==> config.mk <==
export PLATFORM = sky130hd
export DESIGN_NAME = sort_buffer_flat
export DESIGN_NICKNAME = d
export VERILOG_FILES = /design/src/rtl/sort_buffer_if.sv /design/src/rtl/sort_buffer.sv /design/src/flat_wrapper.sv
export SDC_FILE = /design/constraint.sdc
export NUM_CORES = 2
export LEC_CHECK = 0
export CORE_MARGIN = 10
export CORE_UTILIZATION = 64
export CTS_BUF_LIST = sky130_fd_sc_hd__clkbuf_4 sky130_fd_sc_hd__clkbuf_8 sky130_fd_sc_hd__clkbuf_16
export DETAILED_ROUTE_END_ITERATION = 10
export GPL_TIMING_DRIVEN = 0
export PLACE_DENSITY = 0.82
export SYNTH_ARGS = -nofsm -noshare
export SYNTH_HDL_FRONTEND = slang
export SYNTH_SLANG_ARGS = --single-unit
==> constraint.sdc <==
create_clock -name clk -period 5.1 [get_ports clk]
set_input_delay 1.53 -clock clk [delete_from_list [all_inputs] [get_ports clk]]
set_output_delay 1.53 -clock clk [all_outputs]
set_load 0.02 [all_outputs]
==> src/rtl/sort_buffer_if.sv <==
// sort_buffer_if: append stream into and sorted drain stream out of sort_buffer.
interface sort_buffer_if #(
    parameter int WIDTH = 32
);
    logic             in_valid, in_ready;
    logic [WIDTH-1:0] in_data;
    logic             out_valid, out_ready, out_last;
    logic [WIDTH-1:0] out_data;
    modport master (output in_valid, in_data, out_ready, input in_ready, out_valid, out_data, out_last);
    modport slave  (input in_valid, in_data, out_ready, output in_ready, out_valid, out_data, out_last);
endinterface

==> src/rtl/sort_buffer.sv <==
// sort_buffer: appends up to DEPTH values, sorts them in place by odd-even transposition, drains in order.
// Optional SORT_BUFFER_DESCEND_EN adds a desc input selecting descending order.
module sort_buffer #(
    parameter int  WIDTH  = 32,
    parameter int  DEPTH  = 16,
    parameter bit  SIGNED = 1'b0,
    localparam int CW     = $clog2(DEPTH + 1),
    localparam int AW     = $clog2(DEPTH)
) (
    input  logic          clk,
    input  logic          rst_n,
    input  logic          flush,
    input  logic          sort_start,
`ifdef SORT_BUFFER_DESCEND_EN
    input  logic          desc,
`endif
    output logic          busy,
    output logic [CW-1:0] count,
    sort_buffer_if.slave  bus
);
    typedef enum logic [1:0] {LOAD, SORT, DRAIN} state_t;
    state_t           state, state_nxt;
    logic [WIDTH-1:0] mem     [DEPTH];
    logic [WIDTH-1:0] mem_nxt [DEPTH];
    logic [CW-1:0]    rd_ptr, phase, load_cnt;
    logic             desc_q, wr, rd, last;

    // Strict compare keeps equal values in arrival order.
    function automatic logic out_of_order(input logic [WIDTH-1:0] lo, hi, input logic d);
        logic gt, lt;
        gt = SIGNED ? ($signed(lo) > $signed(hi)) : (lo > hi);
        lt = SIGNED ? ($signed(lo) < $signed(hi)) : (lo < hi);
        return d ? lt : gt;
    endfunction

    assign bus.in_ready  = state == LOAD && count < CW'(DEPTH);
    assign bus.out_valid = state == DRAIN;
    assign bus.out_data  = bus.out_valid ? mem[rd_ptr[AW-1:0]] : '0;
    assign bus.out_last  = bus.out_valid && last;
    assign busy          = state == SORT;
    assign wr            = bus.in_valid && bus.in_ready;
    assign rd            = bus.out_valid && bus.out_ready;
    assign last          = rd_ptr == count - 1'b1;
    assign load_cnt      = count + CW'(wr);

    always_ff @(posedge clk or negedge rst_n)
        if (!rst_n) state <= LOAD;
        else        state <= state_nxt;

    always_comb begin
        state_nxt = state;
        unique case (state)
            LOAD:    state_nxt = !sort_start ? LOAD : load_cnt > CW'(1) ? SORT : load_cnt == CW'(1) ? DRAIN : LOAD;
            SORT:    state_nxt = phase == count - 1'b1 ? DRAIN : SORT;
            DRAIN:   state_nxt = rd && last ? LOAD : DRAIN;
            default: state_nxt = LOAD;
        endcase
        if (flush) state_nxt = LOAD;
    end

    // Pairs in one phase never overlap, so every swap reads the current array.
    always_comb begin
        mem_nxt = mem;
        for (int i = 0; i < DEPTH - 1; i++)
            if (i[0] == phase[0] && i + 1 < int'(count) && out_of_order(mem[i], mem[i+1], desc_q)) begin
                mem_nxt[i]   = mem[i+1];
                mem_nxt[i+1] = mem[i];
            end
    end

    always_ff @(posedge clk)
        if (wr)                 mem[count[AW-1:0]] <= bus.in_data;
        else if (state == SORT) mem <= mem_nxt;

    always_ff @(posedge clk or negedge rst_n)
        if (!rst_n) begin
            count  <= '0;
            rd_ptr <= '0;
            phase  <= '0;
        end else begin
            count  <= flush || (rd && last) ? '0 : load_cnt;
            rd_ptr <= flush || (rd && last) ? '0 : rd ? rd_ptr + 1'b1 : rd_ptr;
            phase  <= state == SORT && !flush ? phase + 1'b1 : '0;
        end

`ifdef SORT_BUFFER_DESCEND_EN
    always_ff @(posedge clk or negedge rst_n)
        if (!rst_n) desc_q <= 1'b0;
        else        desc_q <= state == LOAD && sort_start ? desc : desc_q;
`else
    assign desc_q = 1'b0;
`endif
endmodule

==> src/flat_wrapper.sv <==
// flat-port wrapper written by rule: the top's interface ports become plain ports
module sort_buffer_flat 
#(
    parameter int  WIDTH  = 32,
    parameter int  DEPTH  = 16,
    parameter bit  SIGNED = 1'b0,
    localparam int CW     = $clog2(DEPTH + 1),
    localparam int AW     = $clog2(DEPTH)
)
  (clk, rst_n, flush, sort_start, busy, count, bus_in_valid, bus_in_data, bus_out_ready, bus_in_ready, bus_out_valid, bus_out_data, bus_out_last);
  sort_buffer_if #(.WIDTH(WIDTH)) bus_i ();
  input  logic clk;
  input  logic rst_n;
  input  logic flush;
  input  logic sort_start;
  output logic busy;
  output logic [CW-1:0] count;
  input wire logic [$bits(bus_i.in_valid)-1:0] bus_in_valid;
  input wire logic [$bits(bus_i.in_data)-1:0] bus_in_data;
  input wire logic [$bits(bus_i.out_ready)-1:0] bus_out_ready;
  output wire logic [$bits(bus_i.in_ready)-1:0] bus_in_ready;
  output wire logic [$bits(bus_i.out_valid)-1:0] bus_out_valid;
  output wire logic [$bits(bus_i.out_data)-1:0] bus_out_data;
  output wire logic [$bits(bus_i.out_last)-1:0] bus_out_last;
  assign bus_i.in_valid = bus_in_valid;
  assign bus_i.in_data = bus_in_data;
  assign bus_i.out_ready = bus_out_ready;
  assign bus_in_ready = bus_i.in_ready;
  assign bus_out_valid = bus_i.out_valid;
  assign bus_out_data = bus_i.out_data;
  assign bus_out_last = bus_i.out_last;
  sort_buffer #(.WIDTH(WIDTH), .DEPTH(DEPTH), .SIGNED(SIGNED)) u_core (.clk(clk), .rst_n(rst_n), .flush(flush), .sort_start(sort_start), .busy(busy), .count(count), .bus(bus_i));
endmodule
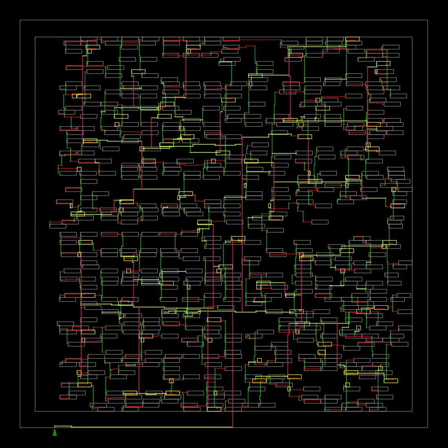
*Clock wiring as the flow saved it*
# clock sinks: 529
clock skew: 0.0315 ns
registers: 529
insertion delay to the later sink of the worst-skew pair: 0.66 ns
clock buffers: 86

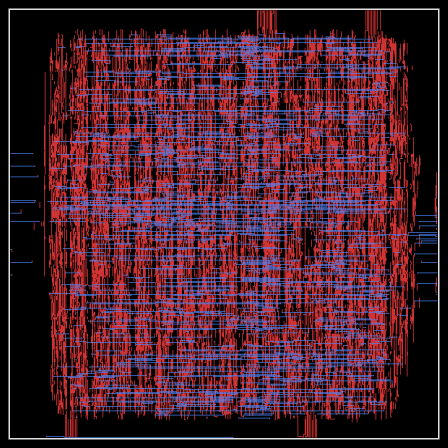
*Signal wires by layer*
Only two layers are drawn.
Key: met2 = red [wire length 62.1 mm]; met3 = blue [wire length 20.9 mm]
vias post-DR: 35200
wire length per cell: 27.6 µm
GRT Overall Usage: 36.2%
drt total wl: 137 mm

==> qor.csv <==
stage,metric,value,unit
run_status,status,completed,
cells_and_area,share of layout cells above drive strength 1,10.2,%
sta,RSZ-0062 raised after global routing,no,
die,FP Core Util,64.7,%
place,I/O Buffers,78,
place,Place WS,-0.962,ns
drt,vias per cell,7.09,
grt,grt ovf,0,
worst_setup_path,critical path endpoint category,output port,
cells_and_area,most instantiated logic cells after routing,"edfxtp_1, inv_1, ha_1",
cells_and_area,most frequent logic cell in the layout,edfxtp_1,
job,Max-Cap Viols,0,
cells_and_area,Combinational Gates,2640,
synth,Yosys top cell by instances,edfxtp_1,
sta,PnR worst setup slack,0.0331,ns
power_and_ir_drop,Gate power share,27.0,%
synth,Post-synth EDFFs,512,
worst_setup_path,crit path max fanout,10,
synth,Synth flops,529,
worst_setup_path,crit path launch type,register,
worst_setup_path,reg2reg path depth,8,
synth,Cell area leaders,"edfxtp_1, ha_1, a221o_1",
cts,postcts setup bufs,0,
cts,"Reg clk slew, reported paths",0.06,ns
cells_and_area,Non-clock buffer share,5.41,%
cts,H-tree depth,2,
cells_and_area,non-clock buffer count,332,
place,DP Area,0.0432,mm²
worst_setup_path,CP Buf/Inv Count,5,
sta,final-report setup violation count,0,
cells_and_area,FILL cells,4619,
cells_and_area,final layout net count,4586,
die,Well-Tap Cells,846,
synth,Main logic family,AND-OR/OR-AND gates,
die,Rows,92,
cells_and_area,# diodes,12,
cells_and_area,final instance area,0.0452,mm²
synth,yosys simple share,11.2,%
synth,syn_nets,4436,
die,die outline width,272,µm
die,num ports,79,
cts,cts bufs inserted,59,
synth,asr flop ratio synth,3.21,%
grt,grt met3 use,10.4,%
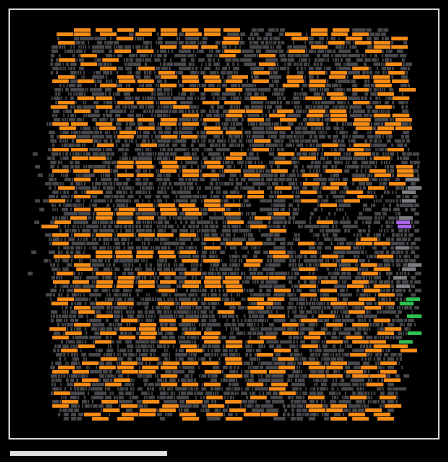
*Where the registers sit*
Scale bar: 100 µm. Other sequential cells in the stronger gray, the rest of the logic in the fainter gray.
Key: u_core.state = purple [flops 2]; u_core.mem = orange [flops 512, where all over the die]; u_core.rd_ptr = green [flops 5]
Another 10 sequential cells are not colored.
P_seq: 5.27 mW
flop share of the area: 35.0%

## how the worst max path moves through the flow
stage | from | end | slack [ns] | cells past startpoint
after CTS | u_core.count[0] | bus_out_last | 0.009 | 8
after detailed placement | u_core.rd_ptr[0] | bus_out_data[0] | -0.96 | 8
after floorplan | bus_in_valid | u_core.mem[128] | 0.21 | 4
after global placement | bus_in_valid | u_core.mem[40] | -2.00 | 5
final | u_core.rd_ptr[0] | bus_out_data[6] | 0.03 | 8
after global routing | u_core.rd_ptr[0] | bus_out_data[5] | 0.003 | 7
## flip-flops by register name (all words and copies together) (netlist names)
signal and flops:
u_core.count 5, u_core.mem 512, u_core.phase 5, u_core.rd_ptr 5
u_core.state 2
Power is estimated from default activity; no workload was simulated.
